===== config.mk =====
export PLATFORM = sky130hd
export DESIGN_NAME = vga_timing_gen
export DESIGN_NICKNAME = d
export VERILOG_FILES = /design/src/rtl/vga_pkg.sv /design/src/rtl/vga_axis_counter.sv /design/src/rtl/vga_timing_gen.sv
export SDC_FILE = /design/constraint.sdc
export NUM_CORES = 1
export LEC_CHECK = 0
export ABC_CLOCK_PERIOD_IN_PS = 4210
export CORE_MARGIN = 2
export CORE_UTILIZATION = 45
export DETAILED_ROUTE_END_ITERATION = 7
export HOLD_SLACK_MARGIN = 0.08
export PLACE_DENSITY = 0.75
export SETUP_SLACK_MARGIN = 0.5
export SLEW_MARGIN = 20
export SYNTH_ARGS = -nofsm -noshare
export SYNTH_HDL_FRONTEND = slang
export SYNTH_HIERARCHICAL = 1
export SYNTH_SLANG_ARGS = --single-unit

===== constraint.sdc =====
create_clock -name vga_clk -period 4.21 [get_ports vga_clk]
set_clock_uncertainty 0.15 [all_clocks]
set_input_delay 0.842 -clock vga_clk [delete_from_list [all_inputs] [get_ports vga_clk]]
set_output_delay 0.842 -clock vga_clk [all_outputs]
set_load 0.05 [all_outputs]

===== src/rtl/vga_pkg.sv =====
// Shared VGA 640x480@60 timing constants, sync polarities and the coordinate type.
package vga_pkg;

   localparam int unsigned H_VISIBLE = 640;
   localparam int unsigned H_FRONT   = 16;
   localparam int unsigned H_SYNC    = 96;
   localparam int unsigned H_BACK    = 48;
   localparam int unsigned H_TOTAL   = H_VISIBLE + H_FRONT + H_SYNC + H_BACK;

   localparam int unsigned V_VISIBLE = 480;
   localparam int unsigned V_FRONT   = 10;
   localparam int unsigned V_SYNC    = 2;
   localparam int unsigned V_BACK    = 33;
   localparam int unsigned V_TOTAL   = V_VISIBLE + V_FRONT + V_SYNC + V_BACK;

   // Both syncs are active-low for this mode.
   localparam logic HS_ACTIVE = 1'b0;
   localparam logic VS_ACTIVE = 1'b0;

   localparam int unsigned COORD_W    = 10;
   localparam int unsigned COORD_SPAN = 1 << COORD_W;

   typedef logic [COORD_W-1:0] coord_t;

   function automatic coord_t to_coord(input int unsigned v);
      return coord_t'(v);
   endfunction

endpackage


===== src/rtl/vga_axis_counter.sv =====
// One timing axis: counts 0..LIMIT while enabled, wraps to 0 and flags the wrap.
module vga_axis_counter
   import vga_pkg::*;
#(
   parameter coord_t LIMIT = to_coord(H_TOTAL - 1)
) (
   input  logic   clk_i,
   input  logic   reset_i,
   input  logic   en_i,
   output coord_t count_o,
   output logic   wrap_o
);

   coord_t count_q, count_d;

   // Wrap is an explicit compare against the limit, never a natural overflow.
   assign wrap_o  = en_i && (count_q == LIMIT);
   assign count_o = count_q;

   // Next count: hold, increment, or return to zero at the limit.
   always_comb begin
      count_d = count_q;
      if (en_i) begin
         count_d = wrap_o ? '0 : count_q + coord_t'(1);
      end
   end

   // Counter register with synchronous reset.
   always_ff @(posedge clk_i) begin
      if (reset_i) count_q <= '0;
      else         count_q <= count_d;
   end

endmodule


===== src/rtl/vga_timing_gen.sv =====
// VGA raster timing generator: pixel/line counters plus registered decode of
// sync, display-enable, position and start-of-line/frame pulses.
// Optional feature macro: VGA_FRAME_COUNT_EN (frame counter on frame_count).
module vga_timing_gen
   import vga_pkg::*;
#(
   parameter int unsigned P_H_VISIBLE = H_VISIBLE,
   parameter int unsigned P_H_FRONT   = H_FRONT,
   parameter int unsigned P_H_SYNC    = H_SYNC,
   parameter int unsigned P_H_BACK    = H_BACK,
   parameter int unsigned P_V_VISIBLE = V_VISIBLE,
   parameter int unsigned P_V_FRONT   = V_FRONT,
   parameter int unsigned P_V_SYNC    = V_SYNC,
   parameter int unsigned P_V_BACK    = V_BACK
) (
   input  logic        vga_clk,
   input  logic        reset,
   output logic        hs,
   output logic        vs,
   output logic        blank,
   output logic        sync,
   output coord_t      DrawX,
   output coord_t      DrawY,
   output logic        line_start,
   output logic        frame_start,
   output logic [15:0] frame_count
);

   localparam int unsigned LINE_TOTAL  = P_H_VISIBLE + P_H_FRONT + P_H_SYNC + P_H_BACK;
   localparam int unsigned FRAME_TOTAL = P_V_VISIBLE + P_V_FRONT + P_V_SYNC + P_V_BACK;

   localparam coord_t H_LIMIT      = to_coord(LINE_TOTAL - 1);
   localparam coord_t V_LIMIT      = to_coord(FRAME_TOTAL - 1);
   localparam coord_t H_VIS_END    = to_coord(P_H_VISIBLE);
   localparam coord_t V_VIS_END    = to_coord(P_V_VISIBLE);
   localparam coord_t H_SYNC_START = to_coord(P_H_VISIBLE + P_H_FRONT);
   localparam coord_t H_SYNC_END   = to_coord(P_H_VISIBLE + P_H_FRONT + P_H_SYNC);
   localparam coord_t V_SYNC_START = to_coord(P_V_VISIBLE + P_V_FRONT);
   localparam coord_t V_SYNC_END   = to_coord(P_V_VISIBLE + P_V_FRONT + P_V_SYNC);

   // Coordinates are 10 bits wide, so neither axis may exceed 1024 counts.
   if (LINE_TOTAL > COORD_SPAN) begin : g_line_too_long
      $error("vga_timing_gen: line total exceeds 10-bit coordinate range");
   end
   if (FRAME_TOTAL > COORD_SPAN) begin : g_frame_too_long
      $error("vga_timing_gen: frame total exceeds 10-bit coordinate range");
   end

   coord_t hc, vc;
   logic   h_wrap;
   logic   v_wrap_unused;

   vga_axis_counter #(.LIMIT(H_LIMIT)) u_hcnt (
      .clk_i   (vga_clk),
      .reset_i (reset),
      .en_i    (1'b1),
      .count_o (hc),
      .wrap_o  (h_wrap)
   );

   // Vertical axis advances only when the line wraps, so it wraps with hc.
   vga_axis_counter #(.LIMIT(V_LIMIT)) u_vcnt (
      .clk_i   (vga_clk),
      .reset_i (reset),
      .en_i    (h_wrap),
      .count_o (vc),
      .wrap_o  (v_wrap_unused)
   );

   coord_t draw_x_q, draw_x_d;
   coord_t draw_y_q, draw_y_d;
   logic   hs_q, hs_d;
   logic   vs_q, vs_d;
   logic   blank_q, blank_d;
   logic   line_start_q, line_start_d;
   logic   frame_start_q, frame_start_d;

   // Decode the current (hc,vc) into the values shown on the next cycle.
   always_comb begin
      draw_x_d      = hc;
      draw_y_d      = vc;
      hs_d          = ((hc >= H_SYNC_START) && (hc < H_SYNC_END)) ? HS_ACTIVE : ~HS_ACTIVE;
      vs_d          = ((vc >= V_SYNC_START) && (vc < V_SYNC_END)) ? VS_ACTIVE : ~VS_ACTIVE;
      blank_d       = (hc < H_VIS_END) && (vc < V_VIS_END);
      line_start_d  = (hc == '0);
      frame_start_d = (hc == '0) && (vc == '0);
   end

   // Output registers; reset forces syncs inactive at once, cutting any pulse short.
   always_ff @(posedge vga_clk) begin
      if (reset) begin
         draw_x_q      <= '0;
         draw_y_q      <= '0;
         hs_q          <= ~HS_ACTIVE;
         vs_q          <= ~VS_ACTIVE;
         blank_q       <= 1'b0;
         line_start_q  <= 1'b0;
         frame_start_q <= 1'b0;
      end else begin
         draw_x_q      <= draw_x_d;
         draw_y_q      <= draw_y_d;
         hs_q          <= hs_d;
         vs_q          <= vs_d;
         blank_q       <= blank_d;
         line_start_q  <= line_start_d;
         frame_start_q <= frame_start_d;
      end
   end

   assign DrawX       = draw_x_q;
   assign DrawY       = draw_y_q;
   assign hs          = hs_q;
   assign vs          = vs_q;
   assign blank       = blank_q;
   assign line_start  = line_start_q;
   assign frame_start = frame_start_q;
   assign sync        = 1'b0;

`ifdef VGA_FRAME_COUNT_EN
   logic [15:0] frame_cnt_q;

   // Bump the frame counter the cycle after each frame_start; wraps naturally at 16 bits.
   always_ff @(posedge vga_clk) begin
      if (reset)              frame_cnt_q <= '0;
      else if (frame_start_q) frame_cnt_q <= frame_cnt_q + 16'd1;
   end

   assign frame_count = frame_cnt_q;
`else
   assign frame_count = 16'h0000;
`endif

endmodule


Signal wires on met1:
Bar = 20 um. Supply wires on this layer in gray.
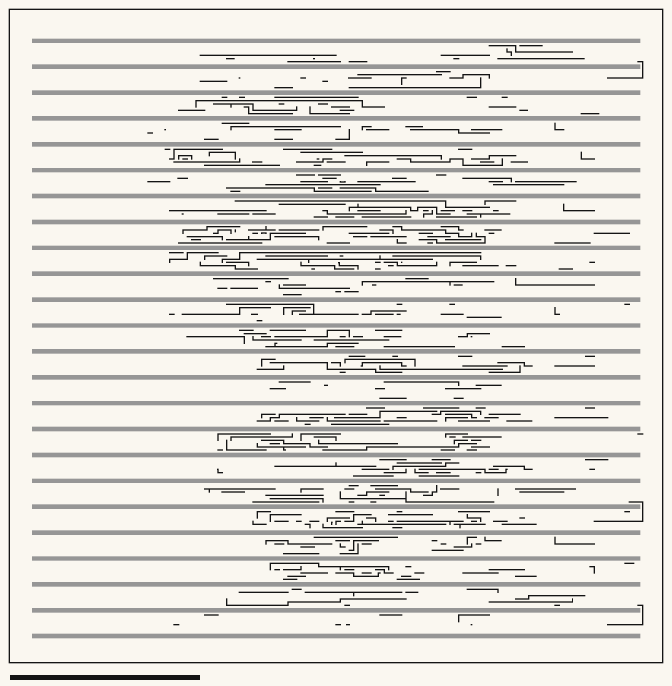
wire length on this layer: 1500 um
nets with wire on the layer: 182
final WL: 3.35 mm
GRT met1 Usage: 20.8%
Via Count: 1377

Met2 routing:
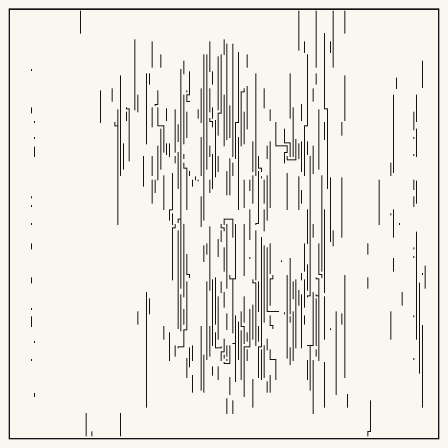
nets with wire on the layer: 178
share of all routed wire: 46%
main direction: vertical
longest straight run: 35.0 um
GR met2 Demand/Resource: 22.7%

Met3 routing:
Bar = 20 um.
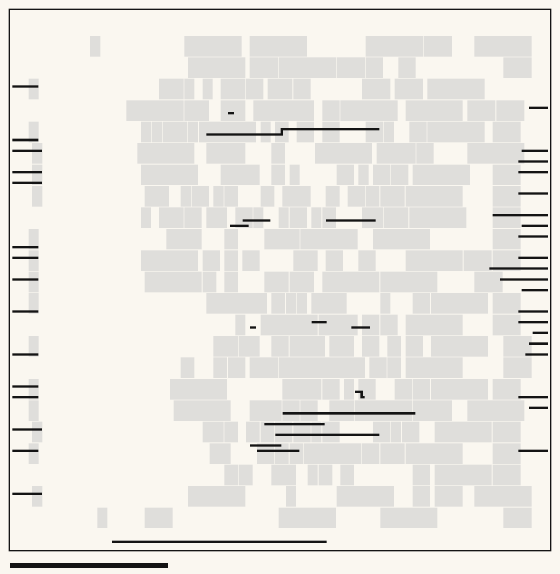
share of all routed wire: 6.8%
wire length on this layer: 229 um
GR Util met3: 4.38%

Selected gate families:
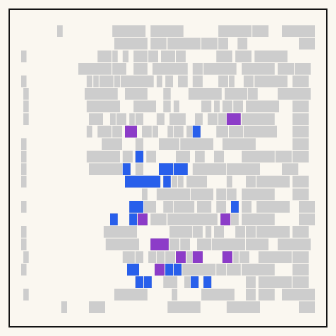
[blue] inverting AOI/OAI gates | cells: 18
[purple] AND and OR gates | cells: 9
Comb area share: 38.8%
non-filler instance count after layout: 273
Commonest Layout Cell: dfxtp_1

Clock wiring as the flow saved it:
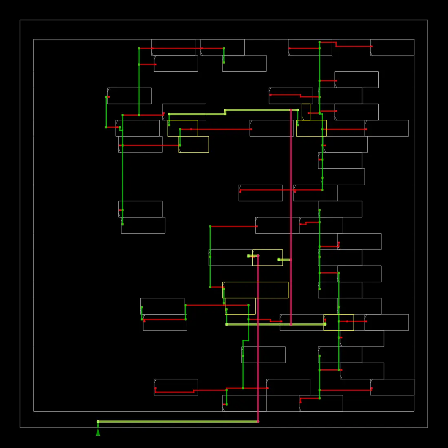
Flops: 45
Power Clock: 0.000328 W
CTS buffer count: 5
Late-Pin Clk Latency: 290 ps

==> results.py <==
# Synthesis and PnR figures
metrics = {
    "status": {
        "status": "completed",
    },
    "clocking": {
        "clockBufferDepth": 2,
        "tritoncts": "yes",
        "cts_max_level": 2,
        "cts_sinks": 45,
        "ctsHoldBuffers": 0,
        "cts_root_buf": "clkbuf_8",
        "post-cts-setup-buffers": 0,
    },
    "die": {
        "die_w_um": 68.5,
        "die_h_um": 68.5,
        "initial_core_util_pct": 46.8,
        "io_pins": 44,
        "core_area_um2": 4000,
    },
    "sta": {
        "max-slew-margin-rel_pct": 41.7,
        "worst_slack_ps": 1520,
        "rsz0062_at_grt": "no",
        "slew_violations": 0,
        "setup_violations": 0,
        "worst_slew_pin_slew_ps": 867,
        "finalClockPeriodUsage_pct": 63.9,
        "hold_viol_final": 0,
        "fin_setup_tns_ps": 0,
    },
    "critical_path": {
        "r2r_slack_ps": 1520,
        "r2r-end": "u_vcnt/count_o[6]$_SDFFE_PP0P_",
        "cp.arrival_ps": 2730,
        "r2r_start": "u_hcnt/count_o[0]$_SDFFE_PP0P_",
        "setup.worst_path.end": "u_vcnt/count_o[6]$_SDFFE_PP0P_",
        "max_stage_delay_ps": 760,
        "worstSetupStartpoint": "u_hcnt/count_o[0]$_SDFFE_PP0P_",
        "path_max_fanout": 9,
        "worstSetupPathType": "flop to flop",
        "cp_data_required_time_ps": 4250,
        "r2r_cells": 7,
        "startpoint_type": "flop",
        "worst_setup_path_end_kind": "flop",
        "crit_slowest_cell": "nor3_1",
    },
    "finish": {
        "drive_above_1_share_pct": 7.62,
        "multi_input_comb_area_um2": 865,
        "fin_area_um2": 2230,
        "syn2layout_area_growth_pct": 19.1,
        "diodes": 0,
        "layout.nets": 227,
        "fillCellCount": 363,
    },
    "place": {
        "post-dp-hpwl_mm": 2.29,
        "dpl-instance-area_um2": 2110,
        "gp_congestion": 0.810,
        "port-buffer-count": 26,
    },
    "global_route": {
        "antenna_found_initial": 0,
        "first_global_vias": 1169,
        "grt_max_degree": 18,
        "grt.overflow.total": 0,
    },
    "routing": {
        "antenna_left": 0,
        "drt_iter0_drc": 76,
        "first_pass_iters": 4,
        "routed.top_layer": "met4",
        "drcViolationCount": 0,
        "met2_length_mm": 1.53,
        "wl_met3_um": 229,
        "wl_met1_mm": 1.50,
    },
    "power_and_ir_drop": {
        "ir_drop_uv": 192,
        "p_total_w": 0.000830,
        "leakagePower_nw": 0.836,
    },
    "worst_hold_path": {
        "hold_class": "flop to flop",
    },
    "synth": {
        "yosys_warnings": 6,
        "synth_cells": 193,
        "avgSynthCellArea_um2": 9.70,
    },
    "run": {
        "warnings": 27,
        "maxCapViolCount": 0,
    },
}
-- per-layer routing --
layer	vias to the layer above	track usage, %
met5	-	0
met4	0	8.25
met3	9	4.38
met2	60	22.7
met1	621	20.8
li1	687	-
-- worst max-delay path, delay by kind of cell (launching register included) --
kind,cells,cell delay [ps]
flip-flops,1,440
AND/OR/NAND/NOR,6,1710
adder cells (fa/ha/maj),1,270
-- how the worst min path moves through the flow --
stage                                               from                   to  slack [ps]  cells after the start
final                     u_vcnt/count_o[3]$_SDFFE_PP0P_        vs$_SDFF_PP1_         400                      1
after global placement    u_vcnt/count_o[3]$_SDFFE_PP0P_        vs$_SDFF_PP1_         350                      1
after global routing      u_hcnt/count_o[1]$_SDFFE_PP0P_  DrawX[1]$_SDFF_PP0_         420                      1
after CTS                 u_hcnt/count_o[1]$_SDFFE_PP0P_  DrawX[1]$_SDFF_PP0_         400                      1
after detailed placement  u_vcnt/count_o[3]$_SDFFE_PP0P_        vs$_SDFF_PP1_         360                      1
after floorplan           u_vcnt/count_o[3]$_SDFFE_PP0P_        vs$_SDFF_PP1_         300                      1
-- where the power goes --
group          total [W]  switching [W]  internal (W)
Clock           0.000328       0.000135      0.000193
Combinational  0.0000687      0.0000566     0.0000121
Sequential      0.000433     0.00000313      0.000430
Total           0.000830       0.000195      0.000635
-- layout make-up --
class	instances	area share [%]
flip-flops and latches	45	40.4
multi-input cells	138	38.8
repair buffers	27	12.0
clock buffers	7	3.87
well taps	50	2.80
clock inverters	1	1.35
inverters	5	0.841
-- flip-flops by register name (all words and copies together), names as in the netlist --
signal,count
hs,1
vs,1
DrawX,10
line_start,1
u_hcnt/count_o,10
u_vcnt/count_o,10
DrawY,10
frame_start,1
blank,1
-- metrics by stage --
step                      utilization [%]  hold slack, ps
final                                55.8             398
after floorplan                         -             296
after CTS                            55.8             398
after detailed placement             52.9             357
after global routing                 55.8             419
after global placement               52.9             350
-- cell usage in the layout (no fill, tap or decap), drive strengths merged, types with 5 or more instances in the layout --
cell type / count
a21oi: 8
clkbuf: 7
clkdlybuf4s50: 26
conb: 18
dfxtp: 45
inv: 5
nand2b: 5
nand3: 8
nand4: 12
nor2: 14
nor2b: 20
nor3: 7
o21ai: 5
or3: 5
xor2: 8
No activity file was given, so power comes from the tool's default toggle rates.
